[config.mk]
export PLATFORM = sky130hd
export DESIGN_NAME = bitscan_encoder8to3
export DESIGN_NICKNAME = d
export VERILOG_FILES = /design/src/rtl/bitscan_encoder8to3.sv
export SDC_FILE = /design/constraint.sdc
export NUM_CORES = 1
export LEC_CHECK = 0
export ABC_AREA = 1
export CAP_MARGIN = 30
export CORE_MARGIN = 2
export CORE_UTILIZATION = 45
export DETAILED_ROUTE_END_ITERATION = 8
export PLACE_DENSITY = 0.78
export SETUP_SLACK_MARGIN = 0.4
export SLEW_MARGIN = 0
export SYNTH_ARGS = -nofsm -noshare
export SYNTH_HDL_FRONTEND = slang
export SYNTH_SLANG_ARGS = --single-unit
[constraint.sdc]
create_clock -name clk -period 4.8 [get_ports clk]
set_input_delay 0.72 -clock clk [delete_from_list [all_inputs] [get_ports clk]]
set_output_delay 0.72 -clock clk [all_outputs]
set_load 0.01 [all_outputs]
[src/rtl/bitscan_encoder8to3.sv]
// Sequential 8-to-3 bit-scan encoder.
// Captures a multi-hot vector and emits the index of each set bit,
// lowest first, one beat per accepted valid/ready handshake.
module bitscan_encoder8to3 #(
    parameter int unsigned WIDTH = 8,
    parameter int unsigned IDX_W = 3
) (
    input  logic             clk,
    input  logic             reset,
    input  logic             en,
    input  logic             load,
    input  logic [WIDTH-1:0] vec_in,
    output logic             in_ready,
    output logic [IDX_W-1:0] out_index,
    output logic             out_valid,
    input  logic             out_ready,
    output logic             out_last,
    output logic [IDX_W:0]   remaining,
    output logic             zero_flag
);

    localparam int unsigned CNT_W = IDX_W + 1;

    localparam logic [0:0] ST_IDLE = 1'b0;
    localparam logic [0:0] ST_SCAN = 1'b1;

    logic [0:0]       state;
    logic [0:0]       state_nxt;
    logic [WIDTH-1:0] pend;
    logic [WIDTH-1:0] pend_nxt;
    logic             zero_nxt;
    logic             found;

    // Priority-encode the lowest pending bit and count pending bits.
    always_comb begin
        out_index = '0;
        remaining = '0;
        found     = 1'b0;
        for (int unsigned i = 0; i < WIDTH; i++) begin
            if (pend[i] && !found) begin
                out_index = IDX_W'(i);
                found     = 1'b1;
            end
            remaining = remaining + CNT_W'(pend[i]);
        end
    end

    // Handshake qualifiers are gated by en so a frozen block cannot transfer.
    always_comb begin
        in_ready  = en && (state == ST_IDLE);
        out_valid = en && (state == ST_SCAN);
        out_last  = (remaining == CNT_W'(1));
    end

    // Next-state logic: capture in IDLE, retire one bit per beat in SCAN.
    always_comb begin
        state_nxt = state;
        pend_nxt  = pend;
        zero_nxt  = 1'b0;
        case (state)
            ST_IDLE: begin
                if (load && in_ready) begin
                    if (vec_in != '0) begin
                        pend_nxt  = vec_in;
                        state_nxt = ST_SCAN;
                    end else begin
                        zero_nxt  = 1'b1;
                    end
                end
            end
            ST_SCAN: begin
                if (out_valid && out_ready) begin
                    if (out_last) begin
                        pend_nxt  = '0;
                        state_nxt = ST_IDLE;
                    end else begin
                        pend_nxt  = pend & ~(WIDTH'(1) << out_index);
                    end
                end
            end
            default: begin
                pend_nxt  = '0;
                state_nxt = ST_IDLE;
            end
        endcase
    end

    // State, pending vector and zero-load pulse registers.
    always_ff @(posedge clk or posedge reset) begin
        if (reset) begin
            state     <= ST_IDLE;
            pend      <= '0;
            zero_flag <= 1'b0;
        end else begin
            state     <= state_nxt;
            pend      <= pend_nxt;
            zero_flag <= zero_nxt;
        end
    end

endmodule

Fig. 1: run 1, metal 3
Drawn at 10 px/um.
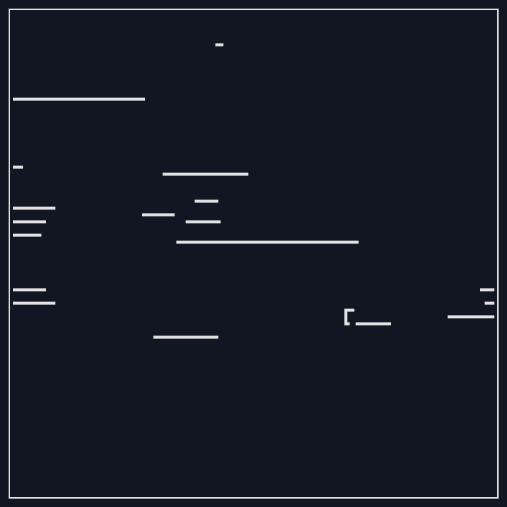
nets with wire on the layer	16
main direction	horizontal
share of all routed wire	4.0%
wire length on this layer	82.5 um
longest straight run	17.9 um

Fig. 2: run 1, clock distribution
Drawn at 10 px/um.
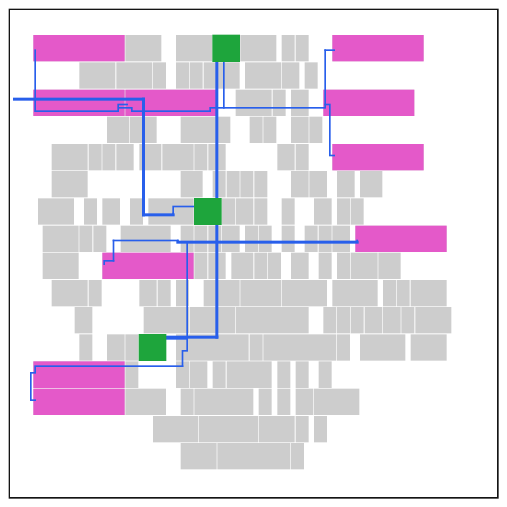
[magenta] flip-flops | count: 10
[green] clock drivers | count: 3
[blue] clock wires | length: 192 um
flops lie	widely spread
routed clock nets	4

Fig. 3: run 1, clock wiring as the flow saved it
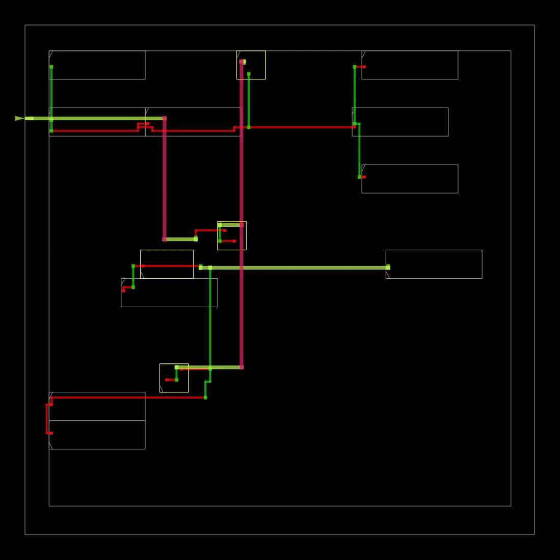
number of CTS-inserted buffers: 3
Flop Count: 10
CTS sink count: 10
clock tree buffer count of the final layout: 4

==> run summary, run 1 <==
top_reg_cell synth: dfrtp_1
pin count of the biggest net entering global routing: 15
top cell class by occupied area: multi-input combinational cells
Max Clk Rate: 0.2347 GHz
Yosys Instances: 126
initial antenna violation count: 0
register ranked first by flip-flop count: pend
count of flip-flops with a built-in enable after synthesis: 0
TritonCTS clock tree: yes
top post-synthesis cells by count: nand2_1, inv_1, nand3_1
hold path startpoint: pend[0]
worst max-slew margin expressed relative to the limit: 73.67%
unrepaired setup endpoints after global routing: false
result of the run: completed
worst flop-to-flop path startpoint: pend[0]
Synthesis Warnings: 0
tap cells: 27
Post-DP Area: 0.001152 mm^2
met2 usage: 31.51%
Root Buffer Master: clkbuf_4
XORs/XNORs by Area: 0.9736%
Post-Layout Inst Area: 0.001202 mm^2
Final Skew: 0.005701 ns
met1 Use GR: 23.61%
--- run 2 (diff from run 1) ---
CAP_MARGIN = default   (was 30)
==> run 2 against run 1 <==
  * Hold slack unchanged
  * Final cell count did not move
  * Sequential share of layout area stayed put
  * Clock-buffer cell count unchanged
  * Synthesized area is the same
  * Register-to-register slack about the same
  * Critical path depth stayed put
  * Via count is the same
  * Flip-flop count did not move
  * Global-route usage is the same
  * Critical path type unchanged
==> run summary, run 2 <==
count of flip-flops with a built-in enable after synthesis: 0
Post-DP Area: 0.001152 mm^2
worst flop-to-flop path startpoint: pend[0]
result of the run: completed
tap cells: 27
clock tree buffer count of the final layout: 4
Yosys Instances: 126
met1 Use GR: 23.61%
slack of the worst reg-to-reg path: 1.24 ns
Data required, critical path: 4.08 ns
Post-Layout Inst Area: 0.001202 mm^2
Post-synth mux share: 0%
pin count of the biggest net entering global routing: 15
Max Clk Rate: 0.2347 GHz
number of CTS-inserted buffers: 3
Synthesis Warnings: 0
slew at the pin with the worst max-slew slack: 0.3945 ns
CTS clk-pin slew, worst paths: 0.08 ns
hold path startpoint: pend[0]
Bufs and invs on worst path: 4
unrepaired setup endpoints after global routing: false
worst max-slew margin expressed relative to the limit: 73.67%
number of global-route vias before repair: 802
Chip Footprint: 0.002373 mm^2
registers with the most flip-flops: pend: 8 flops, state: 1 flops, zero_flag: 1 flops
Root Buffer Master: clkbuf_4
TritonCTS clock tree: yes
top-count cell post-synth: nand2_1
Fig. 4: run 2, clock wiring as the flow saved it
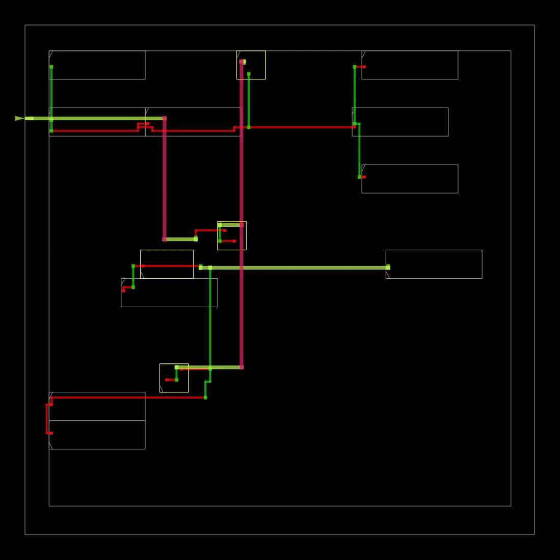
Latency at later pin: 0.28 ns
Final Skew: 0.005701 ns

Fig. 5: run 2, selected gate families
Drawn at 6 px/um.
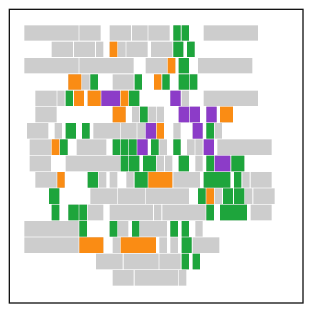
colour	family	cells
purple	aoi and oai cells	10
orange	nor cells	16
green	nand cells	49
dominant logic cell type in the layout: nand2_1
fraction of area in multi-input gates: 44.85%
Cell Count, Final, Fillers Out: 179

--- run 3 (diff from run 2) ---
ABC_CLOCK_PERIOD_IN_PS = 4800   (was default)
CORE_UTILIZATION = 47   (was 45)
PLACE_DENSITY = 0.81   (was 0.78)
==> run 3 against run 2 <==
  * Sequential share of layout area about the same
  * Maximum frequency decreased by 2.5%
  * Synthesized area unchanged
  * Non-clock buffer count unchanged
  * Critical path depth unchanged
  * Register-to-register slack improved by 0.02 ns
  * Utilization increased by 5.5 points
  * Synthesized cell count unchanged
  * Hold slack got worse by 0.019 ns
  * Flip-flop count unchanged
  * Routed wire length decreased by 0.29%
  * Critical endpoint unchanged
  * Largest cell class unchanged
==> run summary, run 3 <==
clock tree buffer count of the final layout: 4
Post-Layout Inst Area: 0.001201 mm^2
Bufs and invs on worst path: 4
TritonCTS clock tree: yes
slew at the pin with the worst max-slew slack: 0.3916 ns
CTS sink count: 10
registers with the most flip-flops: pend: 8 flops, state: 1 flops, zero_flag: 1 flops
Data required, critical path: 4.08 ns
slack of the worst reg-to-reg path: 1.26 ns
hold path startpoint: pend[5]
Root Buffer Master: clkbuf_4
result of the run: completed
worst max-slew margin expressed relative to the limit: 73.86%
top-count cell post-synth: nand2_1
Yosys Instances: 126
met1 Use GR: 28.87%
Chip Footprint: 0.002280 mm^2
CTS clk-pin slew, worst paths: 0.07 ns
Post-synth mux share: 0%
top cell class by occupied area: multi-input combinational cells
number of CTS-inserted buffers: 3
Latency at later pin: 0.26 ns
Fig. 6: run 3, selected gate families
Drawn at 6 px/um.
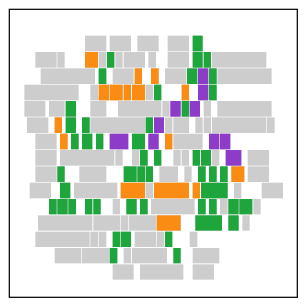
colour	family	cells
orange	nor cells	16
purple	aoi and oai cells	10
green	nand cells	49
Cell Count, Final, Fillers Out: 177
fraction of area in multi-input gates: 44.90%

Fig. 7: run 3, clock wiring as the flow saved it
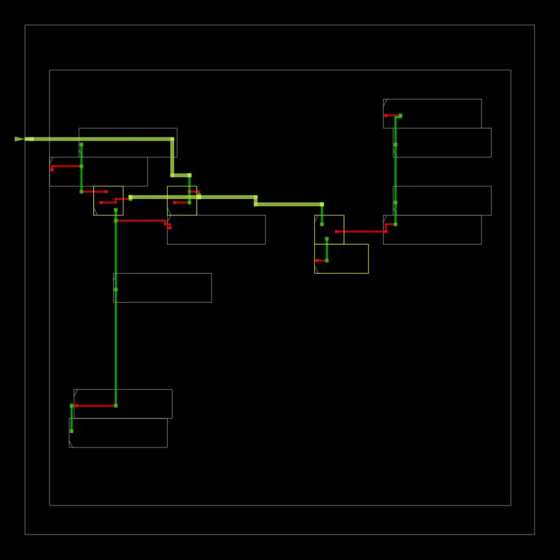
Final Skew: 0.006792 ns


==> layout pictures side by side <==
Signal wires by layer.
Drawn at 6 px/um.
image #1
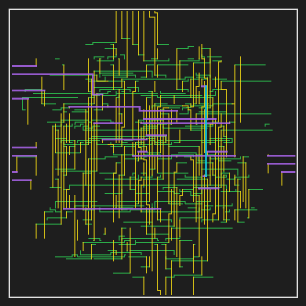
image #2
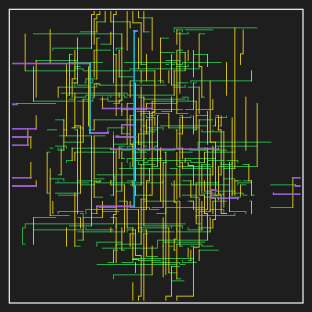
For run 1, see image #2.
For run 3, see image #1.

Key to image #2:
colour	layer	wire length
green	metal 1	918 um
purple	metal 3	82.5 um
cyan	metal 4	40.8 um
yellow	metal 2	1030 um

